## src/rtl/pong_game_if.sv

```systemverilog
// Pong game interface bundle.
// Purpose : carries the pixel coordinates and player controls into the game
//           block and the pixel colour / score status back out.
// Signals : hcount, vcount        - current pixel x / line y (10 bit)
//           p1_up/dn, p2_up/dn    - paddle buttons, level, synchronous to clk
//           start                 - level, restarts the game from GAME_OVER
//           r, g, b               - registered pixel colour
//           score_p1, score_p2    - 4 bit scores
//           game_over             - high while the game has ended
// master = timing stage / control side, slave = the game block.
interface pong_game_if;
  logic [9:0] hcount;
  logic [9:0] vcount;
  logic       p1_up;
  logic       p1_dn;
  logic       p2_up;
  logic       p2_dn;
  logic       start;
  logic       r;
  logic       g;
  logic       b;
  logic [3:0] score_p1;
  logic [3:0] score_p2;
  logic       game_over;

  modport master (
    output hcount, vcount, p1_up, p1_dn, p2_up, p2_dn, start,
    input  r, g, b, score_p1, score_p2, game_over
  );

  modport slave (
    input  hcount, vcount, p1_up, p1_dn, p2_up, p2_dn, start,
    output r, g, b, score_p1, score_p2, game_over
  );
endinterface

```

## src/rtl/pong_game.sv

```systemverilog
// Pong game core.
// Purpose : runs the game state (paddles, ball, bounces, scoring) once per
//           frame and renders one registered pixel colour per clock from the
//           incoming pixel coordinates. Colour lags hcount/vcount by one clk,
//           so the timing stage delays its syncs by one clk to match.
// Ports   : clk   - pixel clock
//           reset - asynchronous, active-low
//           bus   - pong_game_if.slave (coordinates, buttons, start in;
//                   r/g/b, scores, game_over out)
module pong_game #(
  parameter int H_ACTIVE     = 640,
  parameter int V_ACTIVE     = 480,
  parameter int PADDLE_W     = 8,
  parameter int PADDLE_H     = 64,
  parameter int BALL_SIZE    = 8,
  parameter int P1_X         = 16,
  parameter int P2_X         = 616,
  parameter int PADDLE_SPEED = 4,
  parameter int BALL_SPEED   = 2,
  parameter int SERVE_FRAMES = 60,
  parameter int WIN_SCORE    = 9
) (
  input  logic       clk,
  input  logic       reset,
  pong_game_if.slave bus
);
  localparam int CNT_W = (SERVE_FRAMES > 1) ? $clog2(SERVE_FRAMES) : 1;

  // 10 bit constants for register updates
  localparam logic [9:0] BX0    = 10'((H_ACTIVE - BALL_SIZE) / 2);
  localparam logic [9:0] BY0    = 10'((V_ACTIVE - BALL_SIZE) / 2);
  localparam logic [9:0] PY0    = 10'((V_ACTIVE - PADDLE_H) / 2);
  localparam logic [9:0] PY_MAX = 10'(V_ACTIVE - PADDLE_H);
  localparam logic [9:0] PSPD   = 10'(PADDLE_SPEED);
  localparam logic [9:0] SPD    = 10'(BALL_SPEED);
  localparam logic [9:0] L_STOP = 10'(P1_X + PADDLE_W);
  localparam logic [9:0] R_STOP = 10'(P2_X - BALL_SIZE);
  localparam logic [9:0] B_STOP = 10'(V_ACTIVE - BALL_SIZE);

  // 11 bit constants so sums like bx+size+speed cannot overflow in compares
  localparam logic [10:0] K_HA   = 11'(H_ACTIVE);
  localparam logic [10:0] K_VA   = 11'(V_ACTIVE);
  localparam logic [10:0] K_BS   = 11'(BALL_SIZE);
  localparam logic [10:0] K_SPD  = 11'(BALL_SPEED);
  localparam logic [10:0] K_PW   = 11'(PADDLE_W);
  localparam logic [10:0] K_PH   = 11'(PADDLE_H);
  localparam logic [10:0] K_P1X  = 11'(P1_X);
  localparam logic [10:0] K_P2X  = 11'(P2_X);
  localparam logic [10:0] K_LF   = 11'(P1_X + PADDLE_W);
  localparam logic [10:0] K_NETL = 11'(H_ACTIVE / 2 - 2);
  localparam logic [10:0] K_NETR = 11'(H_ACTIVE / 2 + 1);

  typedef enum logic [1:0] {SERVE, PLAY, GAME_OVER} state_t;

  state_t           state_q, state_d;
  logic [CNT_W-1:0] serve_cnt_q, serve_cnt_d;
  logic [9:0]       bx_q, bx_d, by_q, by_d;
  logic             dx_q, dx_d, dy_q, dy_d;   // 1 = right / down
  logic [9:0]       p1y_q, p1y_d, p2y_q, p2y_d;
  logic [3:0]       score_p1_q, score_p1_d, score_p2_q, score_p2_d;
  logic [2:0]       rgb_q, rgb_d;

  logic [10:0] bx_e, by_e, p1y_e, p2y_e, hc_e, vc_e;
  logic        tick;
  logic        wall_t, wall_b, hit_l, hit_r, miss_l, miss_r;
  logic        in_ball, in_p1, in_p2, in_net;

  assign bx_e  = {1'b0, bx_q};
  assign by_e  = {1'b0, by_q};
  assign p1y_e = {1'b0, p1y_q};
  assign p2y_e = {1'b0, p2y_q};
  assign hc_e  = {1'b0, bus.hcount};
  assign vc_e  = {1'b0, bus.vcount};

  // First clock of vertical blanking: one game update per frame.
  assign tick = (bus.hcount == 10'd0) && (vc_e == K_VA);

  assign wall_t = !dy_q && (by_e < K_SPD);
  assign wall_b =  dy_q && (by_e + K_BS + K_SPD > K_VA);
  // Paddle faces catch the ball only in the one step that would cross them.
  assign hit_l  = !dx_q && (bx_e >= K_LF) && (bx_e < K_LF + K_SPD) &&
                  (by_e + K_BS > p1y_e) && (by_e < p1y_e + K_PH);
  assign hit_r  =  dx_q && (bx_e + K_BS <= K_P2X) && (bx_e + K_BS + K_SPD > K_P2X) &&
                  (by_e + K_BS > p2y_e) && (by_e < p2y_e + K_PH);
  assign miss_l = !dx_q && (bx_e < K_SPD);
  assign miss_r =  dx_q && (bx_e + K_BS + K_SPD > K_HA);

  function automatic logic [9:0] paddle_next(input logic [9:0] y, input logic up,
                                             input logic dn);
    if (up && !dn)      return (y < PSPD) ? 10'd0 : y - PSPD;
    else if (dn && !up) return (y > PY_MAX - PSPD) ? PY_MAX : y + PSPD;
    else                return y;
  endfunction

  always_comb begin
    state_d     = state_q;
    serve_cnt_d = serve_cnt_q;
    bx_d        = bx_q;
    by_d        = by_q;
    dx_d        = dx_q;
    dy_d        = dy_q;
    p1y_d       = p1y_q;
    p2y_d       = p2y_q;
    score_p1_d  = score_p1_q;
    score_p2_d  = score_p2_q;

    if (tick && state_q != GAME_OVER) begin
      p1y_d = paddle_next(p1y_q, bus.p1_up, bus.p1_dn);
      p2y_d = paddle_next(p2y_q, bus.p2_up, bus.p2_dn);
    end

    case (state_q)
      SERVE: begin
        if (tick) begin
          if (serve_cnt_q == CNT_W'(SERVE_FRAMES - 1)) begin
            serve_cnt_d = '0;
            state_d     = PLAY;
          end else begin
            serve_cnt_d = serve_cnt_q + 1'b1;
          end
        end
      end
      PLAY: begin
        if (tick) begin
          if (wall_t) begin
            by_d = 10'd0;
            dy_d = 1'b1;
          end else if (wall_b) begin
            by_d = B_STOP;
            dy_d = 1'b0;
          end else begin
            by_d = dy_q ? by_q + SPD : by_q - SPD;
          end

          if (hit_l) begin
            bx_d = L_STOP;
            dx_d = 1'b1;
          end else if (hit_r) begin
            bx_d = R_STOP;
            dx_d = 1'b0;
          end else if (miss_l) begin
            // Re-serve from centre heading toward the player who missed.
            score_p2_d = score_p2_q + 4'd1;
            bx_d       = BX0;
            by_d       = BY0;
            dx_d       = 1'b0;
            state_d    = (score_p2_q + 4'd1 == 4'(WIN_SCORE)) ? GAME_OVER : SERVE;
          end else if (miss_r) begin
            score_p1_d = score_p1_q + 4'd1;
            bx_d       = BX0;
            by_d       = BY0;
            dx_d       = 1'b1;
            state_d    = (score_p1_q + 4'd1 == 4'(WIN_SCORE)) ? GAME_OVER : SERVE;
          end else begin
            bx_d = dx_q ? bx_q + SPD : bx_q - SPD;
          end
        end
      end
      GAME_OVER: begin
        // start is honoured on any clock, not only on tick.
        if (bus.start) begin
          state_d     = SERVE;
          serve_cnt_d = '0;
          bx_d        = BX0;
          by_d        = BY0;
          dx_d        = 1'b1;
          dy_d        = 1'b1;
          p1y_d       = PY0;
          p2y_d       = PY0;
          score_p1_d  = 4'd0;
          score_p2_d  = 4'd0;
        end
      end
      default: state_d = SERVE;
    endcase
  end

  // Rectangles are left/top inclusive, right/bottom exclusive.
  assign in_ball = (state_q != GAME_OVER) && (hc_e >= bx_e) && (hc_e < bx_e + K_BS) &&
                   (vc_e >= by_e) && (vc_e < by_e + K_BS);
  assign in_p1   = (hc_e >= K_P1X) && (hc_e < K_P1X + K_PW) &&
                   (vc_e >= p1y_e) && (vc_e < p1y_e + K_PH);
  assign in_p2   = (hc_e >= K_P2X) && (hc_e < K_P2X + K_PW) &&
                   (vc_e >= p2y_e) && (vc_e < p2y_e + K_PH);
  assign in_net  = (hc_e >= K_NETL) && (hc_e <= K_NETR) && !bus.vcount[4];

  always_comb begin
    rgb_d = 3'b000;
    if (hc_e < K_HA && vc_e < K_VA) begin
      if (in_ball)     rgb_d = 3'b111;
      else if (in_p1)  rgb_d = 3'b010;
      else if (in_p2)  rgb_d = 3'b001;
      else if (in_net) rgb_d = 3'b111;
    end
  end

  always_ff @(posedge clk or negedge reset) begin
    if (!reset) begin
      state_q     <= SERVE;
      serve_cnt_q <= '0;
      bx_q        <= BX0;
      by_q        <= BY0;
      dx_q        <= 1'b1;
      dy_q        <= 1'b1;
      p1y_q       <= PY0;
      p2y_q       <= PY0;
      score_p1_q  <= 4'd0;
      score_p2_q  <= 4'd0;
      rgb_q       <= 3'b000;
    end else begin
      state_q     <= state_d;
      serve_cnt_q <= serve_cnt_d;
      bx_q        <= bx_d;
      by_q        <= by_d;
      dx_q        <= dx_d;
      dy_q        <= dy_d;
      p1y_q       <= p1y_d;
      p2y_q       <= p2y_d;
      score_p1_q  <= score_p1_d;
      score_p2_q  <= score_p2_d;
      rgb_q       <= rgb_d;
    end
  end

  assign bus.r         = rgb_q[2];
  assign bus.g         = rgb_q[1];
  assign bus.b         = rgb_q[0];
  assign bus.score_p1  = score_p1_q;
  assign bus.score_p2  = score_p2_q;
  assign bus.game_over = (state_q == GAME_OVER);
endmodule

```

## src/flat_wrapper.sv

```systemverilog
// flat-port wrapper written by rule: the top's interface ports become plain ports
module pong_game_flat 
#(
  parameter int H_ACTIVE     = 640,
  parameter int V_ACTIVE     = 480,
  parameter int PADDLE_W     = 8,
  parameter int PADDLE_H     = 64,
  parameter int BALL_SIZE    = 8,
  parameter int P1_X         = 16,
  parameter int P2_X         = 616,
  parameter int PADDLE_SPEED = 4,
  parameter int BALL_SPEED   = 2,
  parameter int SERVE_FRAMES = 60,
  parameter int WIN_SCORE    = 9
)
  (clk, reset, bus_hcount, bus_vcount, bus_p1_up, bus_p1_dn, bus_p2_up, bus_p2_dn, bus_start, bus_r, bus_g, bus_b, bus_score_p1, bus_score_p2, bus_game_over);
  pong_game_if bus_i ();
  input  logic clk;
  input  logic reset;
  input wire logic [$bits(bus_i.hcount)-1:0] bus_hcount;
  input wire logic [$bits(bus_i.vcount)-1:0] bus_vcount;
  input wire logic [$bits(bus_i.p1_up)-1:0] bus_p1_up;
  input wire logic [$bits(bus_i.p1_dn)-1:0] bus_p1_dn;
  input wire logic [$bits(bus_i.p2_up)-1:0] bus_p2_up;
  input wire logic [$bits(bus_i.p2_dn)-1:0] bus_p2_dn;
  input wire logic [$bits(bus_i.start)-1:0] bus_start;
  output wire logic [$bits(bus_i.r)-1:0] bus_r;
  output wire logic [$bits(bus_i.g)-1:0] bus_g;
  output wire logic [$bits(bus_i.b)-1:0] bus_b;
  output wire logic [$bits(bus_i.score_p1)-1:0] bus_score_p1;
  output wire logic [$bits(bus_i.score_p2)-1:0] bus_score_p2;
  output wire logic [$bits(bus_i.game_over)-1:0] bus_game_over;
  assign bus_i.hcount = bus_hcount;
  assign bus_i.vcount = bus_vcount;
  assign bus_i.p1_up = bus_p1_up;
  assign bus_i.p1_dn = bus_p1_dn;
  assign bus_i.p2_up = bus_p2_up;
  assign bus_i.p2_dn = bus_p2_dn;
  assign bus_i.start = bus_start;
  assign bus_r = bus_i.r;
  assign bus_g = bus_i.g;
  assign bus_b = bus_i.b;
  assign bus_score_p1 = bus_i.score_p1;
  assign bus_score_p2 = bus_i.score_p2;
  assign bus_game_over = bus_i.game_over;
  pong_game #(.H_ACTIVE(H_ACTIVE), .V_ACTIVE(V_ACTIVE), .PADDLE_W(PADDLE_W), .PADDLE_H(PADDLE_H), .BALL_SIZE(BALL_SIZE), .P1_X(P1_X), .P2_X(P2_X), .PADDLE_SPEED(PADDLE_SPEED), .BALL_SPEED(BALL_SPEED), .SERVE_FRAMES(SERVE_FRAMES), .WIN_SCORE(WIN_SCORE)) u_core (.clk(clk), .reset(reset), .bus(bus_i));
endmodule
```

## config.mk

```make
export PLATFORM = sky130hd
export DESIGN_NAME = pong_game_flat
export DESIGN_NICKNAME = d
export VERILOG_FILES = /design/src/rtl/pong_game_if.sv /design/src/rtl/pong_game.sv /design/src/flat_wrapper.sv
export SDC_FILE = /design/constraint.sdc
export NUM_CORES = 1
export LEC_CHECK = 0
export CAP_MARGIN = 5
export CORE_MARGIN = 10
export CORE_UTILIZATION = 45
export DETAILED_ROUTE_END_ITERATION = 10
export PLACE_DENSITY = 0.7
export SLEW_MARGIN = 10
export SYNTH_ARGS = -nofsm -noshare
export SYNTH_HDL_FRONTEND = slang
export SYNTH_SLANG_ARGS = --single-unit
```

## constraint.sdc

```tcl
create_clock -name clk -period 4.7 [get_ports clk]
set_clock_uncertainty 0.2 [all_clocks]
set_input_delay 0.94 -clock clk [delete_from_list [all_inputs] [get_ports clk]]
set_output_delay 0.94 -clock clk [all_outputs]
set_load 0.01 [all_outputs]
```

==> results.sh <==
# source this file to load flow results
export IMPL_place_congestion=1.099
export IMPL_synth_compound_area_share_pct=26.11
export IMPL_grt_overflow=0
export IMPL_initCoreUtil_pct=46.25
export IMPL_antenna_left=0
export IMPL_ys_types=84
export IMPL_cp_data_arrival_time_ns=4.35
export IMPL_synthCells=927
export IMPL_p_per_area_mw_per_mm2=166.9
export IMPL_cts_sinks=60
export IMPL_yosys_area_mm2=0.007427
export IMPL_area_leaders="ha_1 20%, dfrtp_1 14%, dfstp_2 6.4%"
export IMPL_ctsRootBufferMaster="clkbuf_16"
export IMPL_ys_sh_simple_pct=23.00
export IMPL_adder_share_pct=20.22
export IMPL_tool_warnings=47
export IMPL_hp_start="u_core.serve_cnt_q[5]"
export IMPL_path_cells="ha_1 -> nand3_1 -> or3_1 -> xnor2_2 -> inv_1 -> ha_1 -> nand3_1 -> and3_1 -> o21ai_0 -> nand4b_1 -> or4b_4 -> and4_4 -> nor2_2 -> mux2_2"
export IMPL_first_pass_iters=6
export IMPL_postLayoutCoreUtil_pct=52.70
export IMPL_drive_gt1_share_pct=9.110
export IMPL_die_area_mm2=0.02204
export IMPL_synth_cells_most_frequent="120 x ha_1, 77 x a21oi_1, 65 x nand2_1, 65 x o21ai_0, 60 x inv_1"
export IMPL_start_kind="flop"
export IMPL_syn_avg_cell_area_um2=8.012
export IMPL_endpoint_kind="flop"
export IMPL_crit_path_end="u_core.bus.score_p2[0]"
export IMPL_cp_top_family="simple AND/OR/NAND/NOR gates"
export IMPL_via_per_inst=6.137
export IMPL_core_mm2=0.01606
export IMPL_num_antenna_cells=0
export IMPL_cp_max_fo=8
export IMPL_path_class="reg2reg"
export IMPL_htreeDepth=3
export IMPL_fin_tns_setup_ns=0
export IMPL_ioPinCount=39
export IMPL_hold_path_depth=1
export IMPL_nFillCells=1502
export IMPL_synth_logic_top_family="AND-OR/OR-AND gates"
export IMPL_min_to="u_core.serve_cnt_q[5]"
export IMPL_ff_latch_area_mm2=0.001524
export IMPL_antenna_found_initial=0
export IMPL_gr_usage_all_layers_pct=20.63
export IMPL_drtIter0Drc=748
export IMPL_edf_count=0
export IMPL_final_hold_viol_count=0
export IMPL_worstSkewPairLatency_ns=0.35
export IMPL_cp_num_cells=14
export IMPL_r2r_end="u_core.bus.score_p2[0]"
export IMPL_fmax_ghz=0.2313
export IMPL_maxSlewViolCount=0
export IMPL_yosysSeqAreaShare_pct=20.52
export IMPL_syn_to_final_growth_pct=13.93
export IMPL_grt_max_degree=33
export IMPL_drc=0
export IMPL_top_area_share_pct=20.22
export IMPL_io_buffers=38
export IMPL_synth_flops=60
export IMPL_cpPeakStageDelay_ns=0.62
export IMPL_nNetsFinal=1119
export IMPL_power_mw=1.413
export IMPL_die_x_um=148.5
export IMPL_synth_area_mm2=0.007427
export IMPL_fp_dieH_um=148.5
export IMPL_min_period_over_period_pct=91.97
export IMPL_yosys_most_used_dff="dfrtp_1"
export IMPL_clk_path_buf_depth=2
export IMPL_clk_pin_slew_ns=0.06
export IMPL_slew_headroom_pct=36.73
export IMPL_mux_share_pct=0.4212
export IMPL_rr_worst_depth=14
export IMPL_xor_share_pct=4.498
export IMPL_synth_largest_area_cell="ha_1"
export IMPL_reg2reg_from="u_core.by_q[3]"
export IMPL_setup_viol=0
export IMPL_whs_ns=0.2840
export IMPL_run_status="finished, final reports clean"
export IMPL_tightest_slew_ns=0.9455
export IMPL_cp_required_ns=4.73
export IMPL_synthArstFlopShare_pct=100.0
export IMPL_power_leakage_nw=3.550
export IMPL_r2r_slack_ns=0.38
export IMPL_grt_pass1_vias=6739
export IMPL_dpl_hpwl_um=17800
export IMPL_startpoint="u_core.by_q[3]"
## per-layer routing
| metal | GRT usage (%) | vias to the layer above | wire length (um) |
|---|---|---|---|
| li1 | - | 3563 | - |
| met1 | 29.31 | 3419 | 10720 |
| met2 | 30.63 | 310 | 9954 |
| met3 | 3.883 | 29 | 1878 |
| met4 | 6.343 | 0 | 470 |
| met5 | 0 | - | 0 |
## sequential cells by signal (all words and copies together), names as in the netlist
register             cells
u_core.bus.score_p1      4
u_core.bus.score_p2      4
u_core.bx_q              9
u_core.by_q             10
u_core.dx_q              1
u_core.dy_q              1
u_core.p1y_q            10
u_core.p2y_q            10
u_core.rgb_q             3
u_core.serve_cnt_q       6
u_core.state_q           2
## metrics by stage
step / instance area [um^2] / instances / setup slack, ns
global route: 8462 / 1193 / 0.1002
finish: 8462 / 1193 / 0.3773
floorplan: 7427 / 927 / 0.5833
global placement: 8118 / 1176 / 0.3251
CTS: 8447 / 1192 / 0.3366
detailed placement: 8118 / 1176 / 0.3111
## where the power goes
| part | leakage, nW | internal, mW | switching, mW | total (mW) |
|---|---|---|---|---|
| logic | 2.68 | 0.0612 | 0.0807 | 0.142 |
| registers | 0.709 | 0.518 | 0.000767 | 0.519 |
| clock network | 0.160 | 0.495 | 0.257 | 0.752 |
## layout make-up
cell class / count / area share [%]
Sequential cell: 60 / 18.01
Clock inverter: 3 / 0.8132
Multi-Input combinational cell: 773 / 65.33
Tap cell: 216 / 3.194
Inverter: 64 / 2.839
Clock buffer: 13 / 3.076
Timing Repair Buffer: 64 / 6.743
## repair_timing
item,CTS,global route
hold buffers,0,0
resized,0,1
setup buffers,0,1
setup endpoints to repair,0,3
### Metal layers overlaid

Scale bar: 50 um.
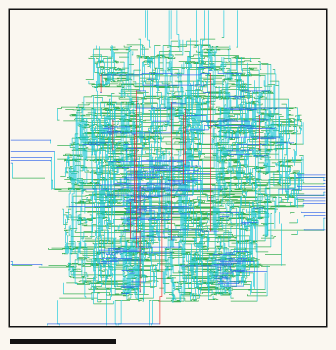
| layer | color | wire length |
|---|---|---|
| M3 | blue | 1,880 um |
| M4 | red | 471 um |
| M1 | green | 10,700 um |
| M2 | cyan | 9,950 um |
total wire length: 23,030 um
Vias: 7,321
wire length per cell: 19.30 um

### Gate-type map

Scale bar: 50 um.
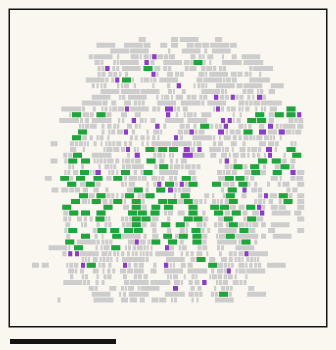
| family | color | cells |
|---|---|---|
| and/or cells | purple | 54 |
| fa/ha/maj cells | green | 120 |
Comb/total area: 65.33%
final non-filler cell total: 1,193
top logic cell by instance count in the layout: ha_1

Power is estimated from default activity; no workload was simulated.
